`config.mk`:
```
export PLATFORM = sky130hd
export DESIGN_NAME = sample_feeder_flat
export DESIGN_NICKNAME = d
export VERILOG_FILES = /design/src/rtl/sample_feeder_if.sv /design/src/rtl/sample_feeder.sv /design/src/flat_wrapper.sv
export SDC_FILE = /design/constraint.sdc
export NUM_CORES = 1
export LEC_CHECK = 0
export CELL_PAD_IN_SITES_DETAIL_PLACEMENT = 1
export CELL_PAD_IN_SITES_GLOBAL_PLACEMENT = 2
export CORE_MARGIN = 1.5
export CORE_UTILIZATION = 45
export DETAILED_ROUTE_END_ITERATION = 10
export GPL_TIMING_DRIVEN = 0
export PLACE_DENSITY = 0.81
export SLEW_MARGIN = 5
export SYNTH_ARGS = -nofsm -noshare
export SYNTH_HDL_FRONTEND = slang
export SYNTH_SLANG_ARGS = --single-unit
```
`constraint.sdc`:
```
create_clock -name clk -period 4.01 [get_ports clk]
set_clock_uncertainty 0.1 [all_clocks]
set_input_delay 0.802 -clock clk [delete_from_list [all_inputs] [get_ports clk]]
set_output_delay 0.802 -clock clk [all_outputs]
set_load 0.05 [all_outputs]
```
`src/rtl/sample_feeder_if.sv`:
```
// ADC-side handshake plus filter-side strobe/data bundle for sample_feeder.
// master = the feeder itself, slave = its surroundings (ADC source and filter).
interface sample_feeder_if #(
  parameter int DATA_SIZE = 25
);
  logic [DATA_SIZE-2:0] adc_data;
  logic                 adc_valid;
  logic                 adc_ready;
  logic                 filter_done;
  logic [DATA_SIZE-2:0] data_in;
  logic                 sample;
  logic                 underrun;
  logic                 overrun;
  logic                 late_tick;

  modport master (
    input  adc_data, adc_valid, filter_done,
    output adc_ready, data_in, sample, underrun, overrun, late_tick
  );

  modport slave (
    output adc_data, adc_valid, filter_done,
    input  adc_ready, data_in, sample, underrun, overrun, late_tick
  );
endinterface

```
`src/rtl/sample_feeder.sv`:
```
// Buffers ADC words in a small FIFO and feeds one word per divider tick to the
// filter with a PULSE_W-cycle strobe, then waits for the filter's done strobe.
module sample_feeder #(
  parameter int DATA_SIZE  = 25,
  parameter int DIV        = 25000,
  parameter int PULSE_W    = 3,
  parameter int FIFO_DEPTH = 8
) (
  input  logic            clk,
  input  logic            reset,
  sample_feeder_if.master bus
);
  localparam int AW = $clog2(FIFO_DEPTH);
  localparam int CW = $clog2(DIV);
  localparam int PW = (PULSE_W > 1) ? $clog2(PULSE_W) : 1;

  typedef enum logic [1:0] {IDLE, PULSE, WAIT_DONE} state_t;

  state_t               state_reg;
  logic [CW-1:0]        div_cnt_reg;
  logic [PW-1:0]        pulse_cnt_reg;
  logic                 done_reg;
  logic                 sample_reg;
  logic                 underrun_reg;
  logic                 overrun_reg;
  logic                 late_tick_reg;
  logic [DATA_SIZE-2:0] data_in_reg;
  logic [AW:0]          wr_ptr_reg;
  logic [AW:0]          rd_ptr_reg;
  logic [DATA_SIZE-2:0] mem [FIFO_DEPTH];
  logic                 tick;
  logic                 full;
  logic                 empty;
  logic                 wr_en;
  logic                 pop;

  assign tick  = (div_cnt_reg == CW'(DIV - 1));
  assign empty = (wr_ptr_reg == rd_ptr_reg);
  // Extra pointer bit tells a full ring from an empty one when the indices match.
  assign full  = (wr_ptr_reg[AW] != rd_ptr_reg[AW]) &&
                 (wr_ptr_reg[AW-1:0] == rd_ptr_reg[AW-1:0]);
  assign wr_en = bus.adc_valid && !full;
  assign pop   = (state_reg == IDLE) && tick && !empty;

  assign bus.adc_ready = !full;
  assign bus.data_in   = data_in_reg;
  assign bus.sample    = sample_reg;
  assign bus.underrun  = underrun_reg;
  assign bus.overrun   = overrun_reg;
  assign bus.late_tick = late_tick_reg;

  always_ff @(posedge clk or negedge reset) begin
    if (!reset) begin
      div_cnt_reg <= '0;
    end else if (tick) begin
      div_cnt_reg <= '0;
    end else begin
      div_cnt_reg <= div_cnt_reg + CW'(1);
    end
  end

  always_ff @(posedge clk or negedge reset) begin
    if (!reset) begin
      wr_ptr_reg <= '0;
      rd_ptr_reg <= '0;
    end else begin
      if (wr_en) wr_ptr_reg <= wr_ptr_reg + (AW+1)'(1);
      if (pop)   rd_ptr_reg <= rd_ptr_reg + (AW+1)'(1);
    end
  end

  always_ff @(posedge clk) begin
    if (wr_en) mem[wr_ptr_reg[AW-1:0]] <= bus.adc_data;
  end

  always_ff @(posedge clk or negedge reset) begin
    if (!reset) begin
      state_reg     <= IDLE;
      pulse_cnt_reg <= '0;
      done_reg      <= 1'b0;
      sample_reg    <= 1'b0;
      data_in_reg   <= '0;
      underrun_reg  <= 1'b0;
      overrun_reg   <= 1'b0;
      late_tick_reg <= 1'b0;
    end else begin
      underrun_reg  <= 1'b0;
      overrun_reg   <= bus.adc_valid && full;
      late_tick_reg <= tick && (state_reg != IDLE);
      case (state_reg)
        IDLE: begin
          done_reg <= 1'b0;
          if (tick) begin
            // An empty FIFO still strobes the filter so its rate never slips.
            sample_reg    <= 1'b1;
            pulse_cnt_reg <= '0;
            state_reg     <= PULSE;
            if (empty) underrun_reg <= 1'b1;
            else       data_in_reg  <= mem[rd_ptr_reg[AW-1:0]];
          end
        end
        PULSE: begin
          if (bus.filter_done) done_reg <= 1'b1;
          if (pulse_cnt_reg == PW'(PULSE_W - 1)) begin
            sample_reg <= 1'b0;
            state_reg  <= WAIT_DONE;
          end else begin
            pulse_cnt_reg <= pulse_cnt_reg + PW'(1);
          end
        end
        WAIT_DONE: begin
          if (bus.filter_done || done_reg) begin
            done_reg  <= 1'b0;
            state_reg <= IDLE;
          end
        end
        default: state_reg <= IDLE;
      endcase
    end
  end
endmodule
```
`src/flat_wrapper.sv`:
```
// flat-port wrapper written by rule: the top's interface ports become plain ports
module sample_feeder_flat 
#(
  parameter int DATA_SIZE  = 25,
  parameter int DIV        = 25000,
  parameter int PULSE_W    = 3,
  parameter int FIFO_DEPTH = 8
)
  (clk, reset, bus_adc_data, bus_adc_valid, bus_filter_done, bus_adc_ready, bus_data_in, bus_sample, bus_underrun, bus_overrun, bus_late_tick);
  sample_feeder_if #(.DATA_SIZE(DATA_SIZE)) bus_i ();
  input  logic clk;
  input  logic reset;
  input wire logic [$bits(bus_i.adc_data)-1:0] bus_adc_data;
  input wire logic [$bits(bus_i.adc_valid)-1:0] bus_adc_valid;
  input wire logic [$bits(bus_i.filter_done)-1:0] bus_filter_done;
  output wire logic [$bits(bus_i.adc_ready)-1:0] bus_adc_ready;
  output wire logic [$bits(bus_i.data_in)-1:0] bus_data_in;
  output wire logic [$bits(bus_i.sample)-1:0] bus_sample;
  output wire logic [$bits(bus_i.underrun)-1:0] bus_underrun;
  output wire logic [$bits(bus_i.overrun)-1:0] bus_overrun;
  output wire logic [$bits(bus_i.late_tick)-1:0] bus_late_tick;
  assign bus_i.adc_data = bus_adc_data;
  assign bus_i.adc_valid = bus_adc_valid;
  assign bus_i.filter_done = bus_filter_done;
  assign bus_adc_ready = bus_i.adc_ready;
  assign bus_data_in = bus_i.data_in;
  assign bus_sample = bus_i.sample;
  assign bus_underrun = bus_i.underrun;
  assign bus_overrun = bus_i.overrun;
  assign bus_late_tick = bus_i.late_tick;
  sample_feeder #(.DATA_SIZE(DATA_SIZE), .DIV(DIV), .PULSE_W(PULSE_W), .FIFO_DEPTH(FIFO_DEPTH)) u_core (.clk(clk), .reset(reset), .bus(bus_i));
endmodule
```
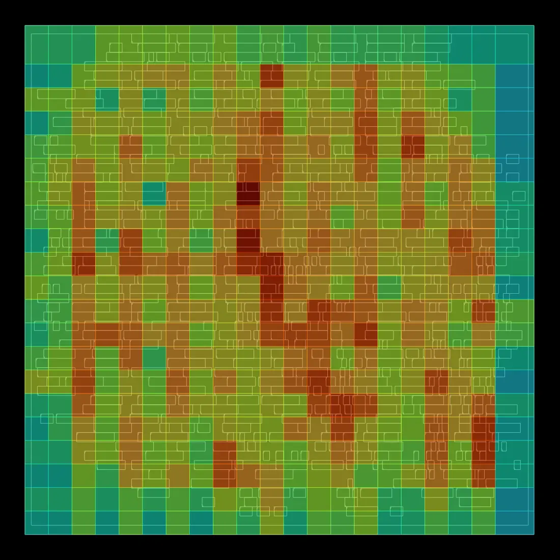
*Routing congestion, run 1*
gr busiest metal: met2
routing usage on met3: 0.0343
met2 usage: 0.357
Avg WL per Cell: 24.6 µm

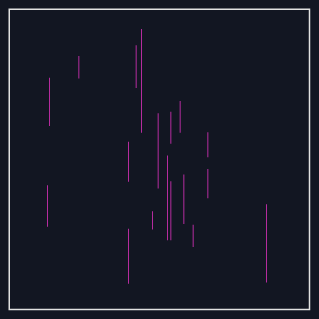
*Signal wires on met4, run 1*
Scale: 2 px per µm.
wire length on this layer	424 µm
main direction	vertical

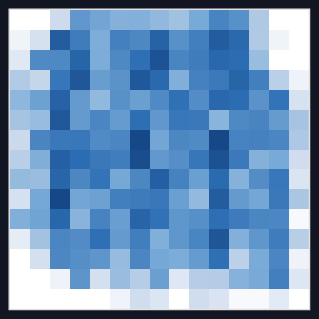
*Cell density map, run 1*
Scale: 2 px per µm. The die is cut into 15 by 15 equal tiles; white is low, dark blue is high, 0 to 100% covered.
emptiest ninth of the die	south-west
mean over tiles	50%
fullest tile	91%
nearly empty tiles	7.6%
tiles over 75% full	13%

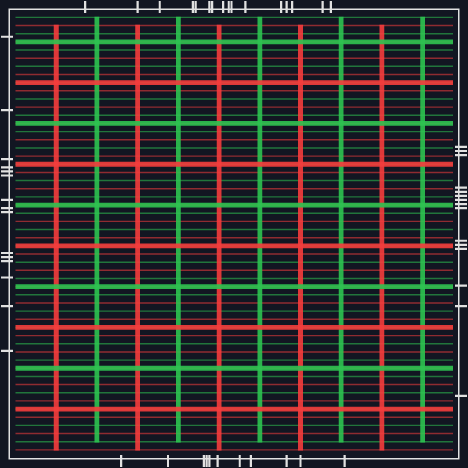
*PDN straps and rails, run 1*
Scale: 3 px per µm. Pins as bars on the die edge.
colour	net
green	VDD
red	VSS
signal pins	57
met1 rails	54

==> GITHUB_STEP_SUMMARY, run 1 <==
### Flow metrics

| Metric | Value |
|---|---|
| Largest delay share family, worst path | buffers and inverters |
| Worst path arrival time | about 2.7 ns |
| Chip height | between 100 and 150 µm |
| Top layer in use | met4 |
| Routed Antenna Nets | 0 |
| Final period util | 0.895 |
| Area leader, netlist | edfxtp_1 |
| M1 WL | 9.26 mm |
| Rel. slew slack | 0.368 |
| Layout area overhead | 20.3% |
| Worst Setup EP | bus_adc_ready |
| Min Clock Period, post-route | 3.59 ns |
| IO Pins | around 57 |
| Share of cells above drive strength 1 | 0.192 |
| Smallest setup slack after layout | 0.421 ns |
| Req. time, crit path | about 3.1 ns |
| Cell total after placement | 853 |
| Hold Path Class | primary input to async pin |
| Worst setup EP type | primary output |
| Post-route DRC | 0 |
| Share of the synthesized area in the top cell type | 0.598 |
| Clk buf depth | 3 |
| Post-CTS resize count | 0 |
| DRT Wirelength | ~22 mm |
| FF+latch count, synth | 248 |
| Clock Sinks | ~250 |
| Cell Type Count | 37 |
| WHS | 0.183 ns |
| # setup viols final | 0 |
| Root Driver | clkbuf_16 |
| Hpwl dp | around 14 mm |
| Ys async rst share | 0.226 |
| Vias in the first global route | 5,635 |
| Pwr dens | ~530 mW/mm² |
| Final Hold Vio Count | 0 |
| Max reg flops | 192 |
| Crit path from | u_core.rd_ptr_reg[1] |
| Register area share after synthesis | 0.744 |
| Status | complete, no violations |
| Start of the worst register-to-register path | u_core.wr_ptr_reg[2] |
| Register area | ~0.0072 mm² |
| Warning count from the yosys run | 0 |
| Top cell excl fill/tap | edfxtp_1 |
| Crit path kind | flop to primary output |
| Initial antenna violation count | 0 |
| Yosys cell count | 508 |
| Number of DRC markers in iteration 0 | 324 |
| Met3 WL | 1.04 mm |
| Top cells by area | edfxtp_1 60%, dfrtp_1 15%, mux4_2 11% |
| Core Region | ~0.021 mm² |
| Rows | 53 |
| Worst-margin pin slew | around 0.95 ns |
| Clk pin slew, worst setup/hold paths | 0.06 ns |
| Mapped Area | 0.00964 mm² |
| Finished Core Util | 0.552 |
| Worst VDD drop | 0.000281 V |
| Leak | 3.95 nW |
| Startpoint Class | flop |
| Cells along the critical path | buf_2 -> xor2_1 -> or4_1 -> clkbuf_1 -> clkdlybuf4s50_1 |
| Clk latency late pin | about 0.53 ns |
| Die span in x | 149 µm |
| Vias/cell | 5.68 |
| Hold Buf Count CTS | 0 |
| Unrepaired setup endpoints after global routing | false |
| Num CTS Buffers | 26 |
| FP Core Util | 0.458 |
| Setup Buffers After CTS | 0 |
| Number of enable flip-flop cells | between 150 and 200 |
| Fin cells | about 900 |
| Post-Place Worst Slack | ~0.69 ns |
| Htree depth | 1 |
| Final Max Slew Viols | 0 |
| Main flop type | edfxtp_1 |
| Setup TNS | 0 ns |
| Syn_nets | around 540 |
| Overall Global Routing Usage | 0.207 |
| Yosys stat chip area | 0.00964 mm² |
| Global-route wire length before repair | 33.9 mm |
| Pre-antenna DRT Iters | 4 |
| Chip area | 0.0223 mm² |
| DR vias | 5,116 |
| Gr ovfl total | 0 |
==> run 1: Yosys cell counts (3+ instances only) <==
library cell  instances
o21ai_0               6
and4_1                3
ha_1                  4
inv_1                 6
nor3_1                5
nand4_1               3
nor2_1               14
nor2b_1               3
a21oi_1              28
xnor2_1               8
buf_6                 3
xor2_1               12
nand3_1              11
and3_1                5
buf_2                 8
nand2_1               4
mux2i_1              25
edfxtp_1            192
dfrtp_1              56
clkbuf_1             19
mux4_2               48
a31oi_1              24
==> run 1: metal layers <==
metal  global-route usage  vias to the layer above
li1                     -                     2242
met1                0.272                     2704
met2                0.357                      128
met3               0.0343                       42
met4               0.0545                        0
met5                    0                        -
==> run 1: where the power goes <==
part / internal (mW) / total, mW / switching (mW) / leakage [nW]
sequential: 3.10 / 3.18 / 0.0769 / 2.50
clock: 1.29 / 2.23 / 0.945 / 0.384
combinational: 0.247 / 0.699 / 0.452 / 1.06
total: 4.64 / 6.12 / 1.47 / 3.95
==> run 1: worst min-delay path by stage <==
stage | endpoint | from | cells after the start | slack, ns
after floorplan | u_core.div_cnt_reg[0] | u_core.div_cnt_reg[0] | 1 | 0.33
after global placement | u_core.div_cnt_reg[0] | u_core.div_cnt_reg[0] | 1 | 0.34
after detailed placement | u_core.div_cnt_reg[0] | u_core.div_cnt_reg[0] | 1 | 0.36
after CTS | u_core.div_cnt_reg[12] | reset | 1 | 0.19
after global routing | u_core.div_cnt_reg[13] | reset | 1 | 0.22
final | u_core.div_cnt_reg[13] | reset | 1 | 0.18
==> run 1: cells by family after synthesis <==
family,share of synthesized area
XOR/XNOR,0.0182
adder cells (fa/ha/maj),0.00519
AND-OR/OR-AND,0.0392
flip-flops,0.744
multiplexers,0.141
AND/OR/NAND/NOR,0.0347
buffers and inverters,0.0182
==> run 1: per-stage QoR <==
step / area (µm²) / power (mW)
2_1_floorplan: 9640 / 3.54
3_3_place_gp: 10500 / 3.78
3_5_place_dp: 10800 / 3.94
4_1_cts: 11600 / 6.18
5_1_grt: 11600 / 6.33
6_report: 11600 / 6.12
==> run 1: cell type report <==
type	instances	area share
multi-input combinational	223	0.202
clock buffer	34	0.0605
buffer	31	0.0132
clock inverter	13	0.00734
sequential	248	0.618
timing repair buffer	70	0.0667
tap	275	0.0297
inverter	6	0.00194
## Run 2: what changed since run 1
--- a/config.mk
+++ b/config.mk
@@ -7,11 +7,13 @@
 export LEC_CHECK = 0
 export CELL_PAD_IN_SITES_DETAIL_PLACEMENT = 1
 export CELL_PAD_IN_SITES_GLOBAL_PLACEMENT = 2
-export CORE_MARGIN = 1.5
+export CORE_MARGIN = 1
 export CORE_UTILIZATION = 45
+export CTS_BUF_LIST = sky130_fd_sc_hd__clkbuf_8 sky130_fd_sc_hd__clkbuf_16
 export DETAILED_ROUTE_END_ITERATION = 10
 export GPL_TIMING_DRIVEN = 0
 export PLACE_DENSITY = 0.81
+export RECOVER_POWER = 100
 export SLEW_MARGIN = 5
 export SYNTH_ARGS = -nofsm -noshare
 export SYNTH_HDL_FRONTEND = slang
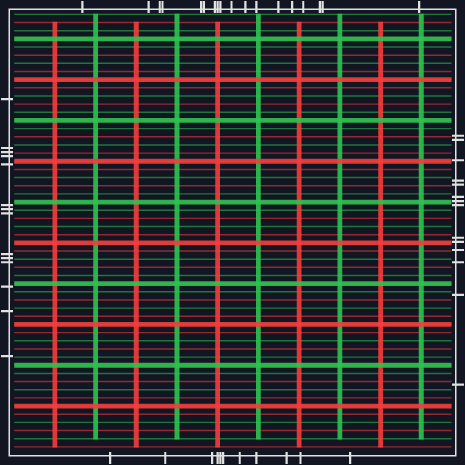
*PDN straps and rails, run 2*
Scale: 3 px per µm. Pins as bars on the die edge.
colour	net
red	VSS
green	VDD
met4 straps	10
signal pins	57
met1 rails	54

==> run 2 against run 1 <==
Effect of this change: the flow now finishes with violations (DRC, capacitance limit, slew limit); first-iteration DRC count increased by 19%; fmax decreased by 3.0%; global-route usage increased by 0.55 points; via count decreased by 0.92%; critical path depth unchanged; final cell count decreased by 0.11%.
==> GITHUB_STEP_SUMMARY, run 2 <==
### Flow metrics

| Metric | Value |
|---|---|
| Status | finished with violations |
| Failing checks | DRC, capacitance limit, slew limit |
| Die span in x | ~150 µm |
| # setup viols final | 0 |
| Placer congestion estimate | 0.771 |
| Post-route DRC | 2 |
| Hold Buf Count CTS | 0 |
| Final Hold Vio Count | 0 |
| CP Max Fanout | 7 |
| Vias/cell | 5.64 |
| Pre-antenna DRT Iters | 7 |
| Final #Nets | around 640 |
| Max Cap Violations | 1 |
| Worst VDD drop | 0.000495 V |
| Chip area | 0.0220 mm² |
| Initial antenna violation count | 0 |
| Clk buf depth | 3 |
| Avg WL per Cell | 24.5 µm |
| Min Clock Period, post-route | 3.70 ns |
| Final Max Slew Viols | about 57 |
| Hold Path End | u_core.div_cnt_reg[0] |
| WHS | ~0.36 ns |
| Vias in the first global route | 5,638 |
| Rows | 53 |
| Rel. slew slack | -0.0107 |
| Clk latency late pin | 0.53 ns |
| Largest net degree at the start of global routing | 57 |
| Number of enable flip-flop cells | 192 |
| Worst path arrival time | about 2.8 ns |
| Hold path depth | 1 |
| Ys async rst share | 0.226 |
| Mux area share | 0.141 |
| Pwr dens | roughly 550 mW/mm² |
| Overall Global Routing Usage | 0.212 |
| DRT Wirelength | 22.0 mm |
| Adder share | 0.00519 |
| Yosys top cell by instances | edfxtp_1 |
| Cells along the critical path | buf_2 -> xor2_1 -> or4_1 -> clkbuf_1 -> dlygate4sd3_1 |
| Combinational gate area | roughly 0.0023 mm² |
| FF+latch count, synth | 248 |
| Top non-seq family | multiplexers |
| Start of the worst register-to-register path | u_core.wr_ptr_reg[2] |
| Gr ovfl total | 0 |
| Setup TNS | 0 ns |
| Req. time, crit path | approximately 3.1 ns |
| Setup Buffers After CTS | 0 |
| Worst setup EP type | primary output |
| DR vias | between 5k and 6k |
| Unrepaired setup endpoints after global routing | false |
| Core Region | 0.0210 mm² |
| Routed Antenna Nets | 0 |
| Worst-margin pin slew | 1.52 ns |
| Num CTS Buffers | 25 |
| CTS tree | done |
| FP Core Util | 0.458 |
| Chip height | 148 µm |
| Antenna cells | 0 |
| Top cells by count | 192 x edfxtp_1, 56 x dfrtp_1, 48 x mux4_2, 28 x a21oi_1, 25 x mux2i_1 |
| Cell Type Count | 37 |
| Warning count from the yosys run | 0 |
| AND-OR/OR-AND Cells, Area Fraction | 0.0392 |
| R2R cell count | 7 |
| Global-route wire length before repair | 34.1 mm |
| Share of the synthesized area in the top cell type | 0.598 |
| Leak | about 4 nW |
| Worst reg2reg setup slack | 0.39 ns |
| WP buf/inv | 3 |
| Top cell excl fill/tap | edfxtp_1 |
| Startpoint Class | flop |
| Fmax | ~270 MHz |
| Fillers | roughly 1.9k |
| Hpwl dp | roughly 14 mm |
| IO Pins | 57 |
| Register area share after synthesis | 0.744 |
| Mapped Area | around 0.0096 mm² |
| Share of cells above drive strength 1 | 0.160 |
| Avg Inst Size Synth | 19.0 µm² |
| Htree depth | 1 |
| Port Buffers | 56 |
| Xor/xnor share | 0.0182 |
| Slowest stage cell, crit path | dlygate4sd3_1 |
| Simple share | 0.0347 |
| Crit-path max cell delay | 0.79 ns |
| Layout area overhead | 18.9% |
| Area leader, netlist | edfxtp_1 |
| Syn_nets | 540 |
| Yosys cell count | 508 |
| Clk pin slew, worst setup/hold paths | 0.06 ns |
| Top cells by area | edfxtp_1 60%, dfrtp_1 15%, mux4_2 11% |
| Main flop type | edfxtp_1 |
| Syn Inst Count | 508 |
| Root Driver | clkbuf_16 |
| Reg2reg end | u_core.mem[3][3] |
| Number of DRC markers in iteration 0 | 384 |
| Hold Path Class | flop to flop |
| Yosys stat chip area | 0.00964 mm² |
| Post-CTS resize count | 0 |
| Clock Sinks | between 200 and 250 |
| Final period util | 0.923 |
| HP Start | u_core.div_cnt_reg[0] |
| Dominant logic cell types in the final layout | 192 x edfxtp_1, 56 x dfrtp_1, 54 x dlygate4sd3_1 |
| Tool warnings | 26 |
| Max reg flops | 192 |
| Register area | 0.00717 mm² |
| Crit path kind | flop to primary output |
| Largest delay share family, worst path | buffers and inverters |
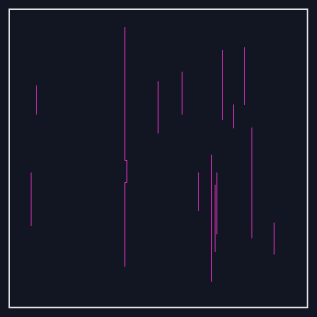
*Signal wires on met4, run 2*
Scale: 2 px per µm.
longest straight run	66.6 µm
wire length on this layer	501 µm
main direction	vertical

-- run 2: netlist changes by cell type in the layout (fill, tap and decap cells not counted), sizes merged --
cell	before	now
bufinv	1	6
dlymetal6s2s	0	2
clkinv	11	9
buf	27	8
clkinvlp	1	0
clkdlybuf4s50	55	1
dlygate4sd3	0	54
clkbuf	53	61
inv	6	12
-- run 2: area by class of cell --
class | count | share of cell area
timing repair buffer | 70 | 0.0549
inverter | 6 | 0.00197
multi-input combinational | 223 | 0.200
clock inverter | 21 | 0.0216
clock buffer | 25 | 0.0546
sequential | 248 | 0.625
tap | 275 | 0.0300
buffer | 31 | 0.0112
-- run 2: how the worst max path moves through the flow --
stage	from	end	slack, ns	cells past startpoint
after CTS	u_core.wr_ptr_reg[0]	bus_adc_ready	0.35	5
after floorplan	u_core.wr_ptr_reg[2]	u_core.mem[0][0]	0.16	6
final	u_core.wr_ptr_reg[0]	bus_adc_ready	0.31	5
after detailed placement	u_core.wr_ptr_reg[0]	bus_adc_ready	0.96	5
after global routing	u_core.rd_ptr_reg[2]	u_core.mem[3][3]	0.19	7
after global placement	bus_adc_valid	u_core.mem[7][19]	-1.65	3
-- run 2: kinds of logic (layout without fill, tap and decap cells) --
logic type               count (synthesis)  count (layout)
AND-OR/OR-AND                           65              65
buffers and inverters                   37             153
XOR/XNOR                                20              20
adder cells (fa/ha/maj)                  4               4
multiplexers                            75              75
AND/OR/NAND/NOR                         59              59
flip-flops                             248             248
-- run 2: per-stage QoR --
step	power [mW]	instances	utilization	setup WS, ns	instance area [µm²]
after global routing	6.44	899	0.545	0.186	11500
after detailed placement	3.95	853	0.514	0.957	10800
final	6.26	899	0.545	0.310	11500
after floorplan	3.54	508	-	0.155	9640
after global placement	3.78	839	0.501	-1.65	10500
after CTS	6.42	899	0.556	0.355	11700
-- run 2: metal layers --
| metal | up-vias | GRT usage | wire, µm |
|---|---|---|---|
| met5 | - | 0 | 0 |
| met1 | 2678 | 0.270 | 9080 |
| li1 | 2228 | - | - |
| met3 | 37 | 0.0310 | 977 |
| met4 | 0 | 0.0557 | 500 |
| met2 | 126 | 0.380 | 11500 |
-- run 2: worst reg2reg max path: stages (launching register included) --
cell            delay [ns]
dfrtp_1               0.32
clkbuf_1              0.31
xor2_1                0.26
or4_1                 0.15
clkbuf_1              0.24
nand3_1               0.20
nor2_1                0.68
dlymetal6s2s_1        0.96
-- run 2: power breakdown --
| group | total, mW | switching, mW | internal [mW] |
|---|---|---|---|
| sequential | 3.19 | 0.0751 | 3.11 |
| clock | 2.47 | 0.956 | 1.52 |
| combinational | 0.599 | 0.424 | 0.175 |
## Run 3: what changed since run 2
--- a/config.mk
+++ b/config.mk
@@ -5,6 +5,7 @@
 export SDC_FILE = /design/constraint.sdc
 export NUM_CORES = 1
 export LEC_CHECK = 0
+export CAP_MARGIN = 20
 export CELL_PAD_IN_SITES_DETAIL_PLACEMENT = 1
 export CELL_PAD_IN_SITES_GLOBAL_PLACEMENT = 2
 export CORE_MARGIN = 1
@@ -12,6 +13,7 @@
 export CTS_BUF_LIST = sky130_fd_sc_hd__clkbuf_8 sky130_fd_sc_hd__clkbuf_16
 export DETAILED_ROUTE_END_ITERATION = 10
 export GPL_TIMING_DRIVEN = 0
+export MAX_ROUTING_LAYER = met4
 export PLACE_DENSITY = 0.81
 export RECOVER_POWER = 100
 export SLEW_MARGIN = 5
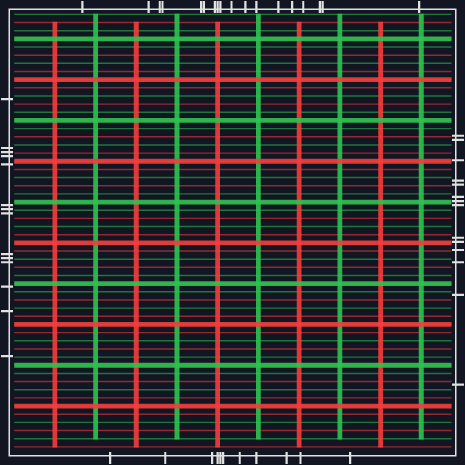
*PDN straps and rails, run 3*
Scale: 3 px per µm. Pins as bars on the die edge.
colour	net
green	VDD
red	VSS
signal pins	57
rows	53
met1 rails	54
met5 straps	10
met4 straps	10

==> run 3 against run 2 <==
Effect of this change: the run still ends with DRC, capacitance limit, slew limit left; clock power is 4% higher; global-route usage is 0.66 points higher; non-clock buffer count stayed put; sequential power hardly changed; clock-buffer cell count is 1 higher; power is 1.6% higher; area after synthesis stayed put; synthesized cell count stayed put; first-iteration DRC count is 31% lower; fmax is 0.28% higher; worst setup slack better by 0.010 ns; largest cell class unchanged.
==> GITHUB_STEP_SUMMARY, run 3 <==
### Flow metrics

| Metric | Value |
|---|---|
| Register share of total power | 0.502 |
| Core Region | 0.0210 mm² |
| # setup viols final | 0 |
| Worst path arrival time | 2.79 ns |
| Post-CTS resize count | 0 |
| Warning count from the yosys run | 0 |
| Final period util | 0.920 |
| Smallest setup slack after layout | 0.321 ns |
| Leak | 4.06 nW |
| Avg WL per Cell | 24.6 µm |
| Psw | around 1.5 mW |
| Slowest stage cell, crit path | clkdlybuf4s50_1 |
| Routed Antenna Nets | 0 |
| Area leader, netlist | edfxtp_1 |
| Setup Buffers After CTS | 0 |
| Worst VDD drop | 0.000332 V |
| Dominant logic cell types in the final layout | 192 x edfxtp_1, 56 x dfrtp_1, 53 x dlygate4sd3_1 |
| DR vias | about 5k |
| Fillers | 1,881 |
| Placed cell area | 0.0108 mm² |
| Crit path kind | flop to primary output |
| Pwr dens | roughly 550 mW/mm² |
| Start of the worst register-to-register path | u_core.wr_ptr_reg[0] |
| Final Max Slew Viols | between 50 and 60 |
| Pre-antenna DRT Iters | 9 |
| R2R cell count | 7 |
| Share of cells above drive strength 1 | 0.159 |
| Tool warnings | 26 |
| Placer congestion estimate | 0.781 |
| Fin cells | 899 |
| Post-route cell area | 0.0115 mm² |
| DRT Wirelength | 22.1 mm |
| Chip height | ~150 µm |
| Cells along the critical path | clkbuf_1 -> xor2_1 -> or4_1 -> clkbuf_1 -> clkdlybuf4s50_1 |
| Vias in the first global route | roughly 5.7k |
| Final Hold Vio Count | 0 |
| Finished Core Util | 0.547 |
| Ys async rst share | 0.226 |
| Max Cap Violations | 1 |
| Main flop type | edfxtp_1 |
| Antenna cells | 0 |
| Worst setup EP type | primary output |
| Die span in x | 148 µm |
| Share of the synthesized area in the top cell type | 0.598 |
| Largest delay share family, worst path | buffers and inverters |
| Number of enable flip-flop cells | 192 |
| Worst-margin pin slew | ~1.5 ns |
| Hpwl dp | 14.2 mm |
| Port Buffers | 56 |
| Startpoint Class | flop |
| Cell Int Power | 4.89 mW |
| Unrepaired setup endpoints after global routing | false |
| Cell total after placement | 853 |
| Clk buf depth | 3 |
| Largest net degree at the start of global routing | 57 |
| Num CTS Buffers | 25 |
| Initial antenna violation count | 0 |
| Yosys top cell by instances | edfxtp_1 |
| Clk latency late pin | 0.52 ns |
| Vias/cell | 5.66 |
| Hold Path End | u_core.state_reg[1] |
| Failing checks | DRC, capacitance limit, slew limit |
| Reg2reg end | u_core.mem[7][2] |
| Final #Nets | 637 |
| Global-route wire length before repair | 34.0 mm |
| Yosys cell count | 508 |
| Min Clock Period, post-route | 3.69 ns |
| Worst reg2reg setup slack | 0.35 ns |
| Gr ovfl total | 0 |
| Syn Inst Count | roughly 510 |
| Sw Share | 0.230 |
| CTS tree | done |
| Top cell excl fill/tap | edfxtp_1 |
| Register area | 0.00717 mm² |
| Post-Place Worst Slack | 0.960 ns |
| Htree depth | 1 |
| Avg Inst Size Synth | around 19 µm² |
| IO Pins | 57 |
| Max reg flops | 192 |
| Rel. slew slack | -0.0112 |
| Crit path from | u_core.wr_ptr_reg[0] |
| Hold path depth | 1 |
| Top cells by area | edfxtp_1 60%, dfrtp_1 15%, mux4_2 11% |
| CP Max Fanout | 7 |
| FF+latch count, synth | around 250 |
| Clk pin slew, worst setup/hold paths | ~0.060 ns |
| Mapped Area | 0.00964 mm² |
| Combinational gate area | 0.00229 mm² |
| HP Start | u_core.done_reg |
| Crit-path max cell delay | 0.73 ns |
| Post-route DRC | 1 |
| FP Core Util | 0.458 |
| Overall Global Routing Usage | 0.219 |
| Number of DRC markers in iteration 0 | about 270 |
| Register area share after synthesis | 0.744 |
| Gate power share | 0.095 |
| Crit-path most repeated cell | clkbuf_1 |
| Setup TNS | 0 ns |
| WP buf/inv | 3 |
| Cell Type Count | 37 |
| Part of the power in the clock network | 0.403 |
| Hold Buf Count CTS | 0 |
| Clock Sinks | 248 |
| Syn_nets | 540 |
| Hold Path Class | flop to flop |
| Top cells by count | 192 x edfxtp_1, 56 x dfrtp_1, 48 x mux4_2, 28 x a21oi_1, 25 x mux2i_1 |
| Root Driver | clkbuf_16 |
| Rows | 53 |
| Req. time, crit path | 3.11 ns |
| Chip area | 0.0220 mm² |
| Status | finished with violations |
| Yosys stat chip area | 0.00964 mm² |
| Layout area overhead | 19.4% |
| Fmax | 271 MHz |
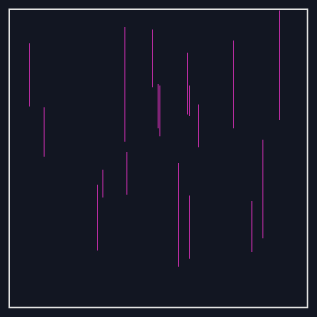
*Signal wires on met4, run 3*
Scale: 2 px per µm.
main direction	vertical
share of all routed wire	2.6%

run 3: logic make-up (layout without fill, tap and decap cells):
group                    after synthesis  after routing  share of synthesized area
flip-flops                           248            248                      0.744
multiplexers                          75             75                      0.141
AND-OR/OR-AND                         65             65                     0.0392
AND/OR/NAND/NOR                       59             59                     0.0347
buffers and inverters                 37            153                     0.0182
XOR/XNOR                              20             20                     0.0182
adder cells (fa/ha/maj)                4              4                    0.00519
run 3: layout make-up:
cell class | count | area share
plain buffers | 31 | 0.0111
repair buffers | 70 | 0.0560
inverters | 6 | 0.00196
clock buffers | 26 | 0.0556
flip-flops and latches | 248 | 0.623
clock inverters | 20 | 0.0233
well taps | 275 | 0.0299
multi-input cells | 223 | 0.199
run 3: worst reg2reg max path: stages, from the launching register on:
cell      delay (ns)
dfrtp_1         0.37
clkbuf_1        0.32
xor2_1          0.27
o41ai_1         0.21
nor3_2          0.21
clkbuf_1        0.54
clkbuf_1        0.63
clkbuf_1        0.63
run 3: worst max path at each step:
| stage | depth (start not counted) | slack (ns) | end |
|---|---|---|---|
| after global placement | 3 | -1.65 | u_core.mem[7][19] |
| after floorplan | 6 | 0.16 | u_core.mem[0][0] |
| after CTS | 5 | 0.40 | bus_adc_ready |
| final | 5 | 0.32 | bus_adc_ready |
| after detailed placement | 5 | 0.96 | bus_adc_ready |
| after global routing | 7 | 0.19 | u_core.mem[1][2] |
run 3: power by group through the flow:
stage | sequential [mW] | clock (mW) | combinational (mW)
floorplan | 3.21 | 0 | 0.331
global placement | 3.23 | 0 | 0.548
detailed placement | 3.23 | 0 | 0.718
CTS | 3.18 | 2.60 | 0.724
global route | 3.21 | 2.67 | 0.651
finish | 3.19 | 2.56 | 0.606
run 3: routing by layer:
metal | part of all wire | up-vias | track usage
met3 | 0.046 | 44 | 0.0316
li1 | - | 2232 | -
met1 | 0.41 | 2679 | 0.272
met2 | 0.52 | 137 | 0.373
met5 | 0 | - | -
met4 | 0.026 | 0 | 0.0649
run 3: stage by stage:
stage / power [mW] / hold WS, ns
after floorplan: 3.54 / 0.325
after global routing: 6.53 / 0.390
after detailed placement: 3.95 / 0.357
final: 6.36 / 0.364
after global placement: 3.78 / 0.342
after CTS: 6.50 / 0.274
Power and IR drop assume default switching activity.
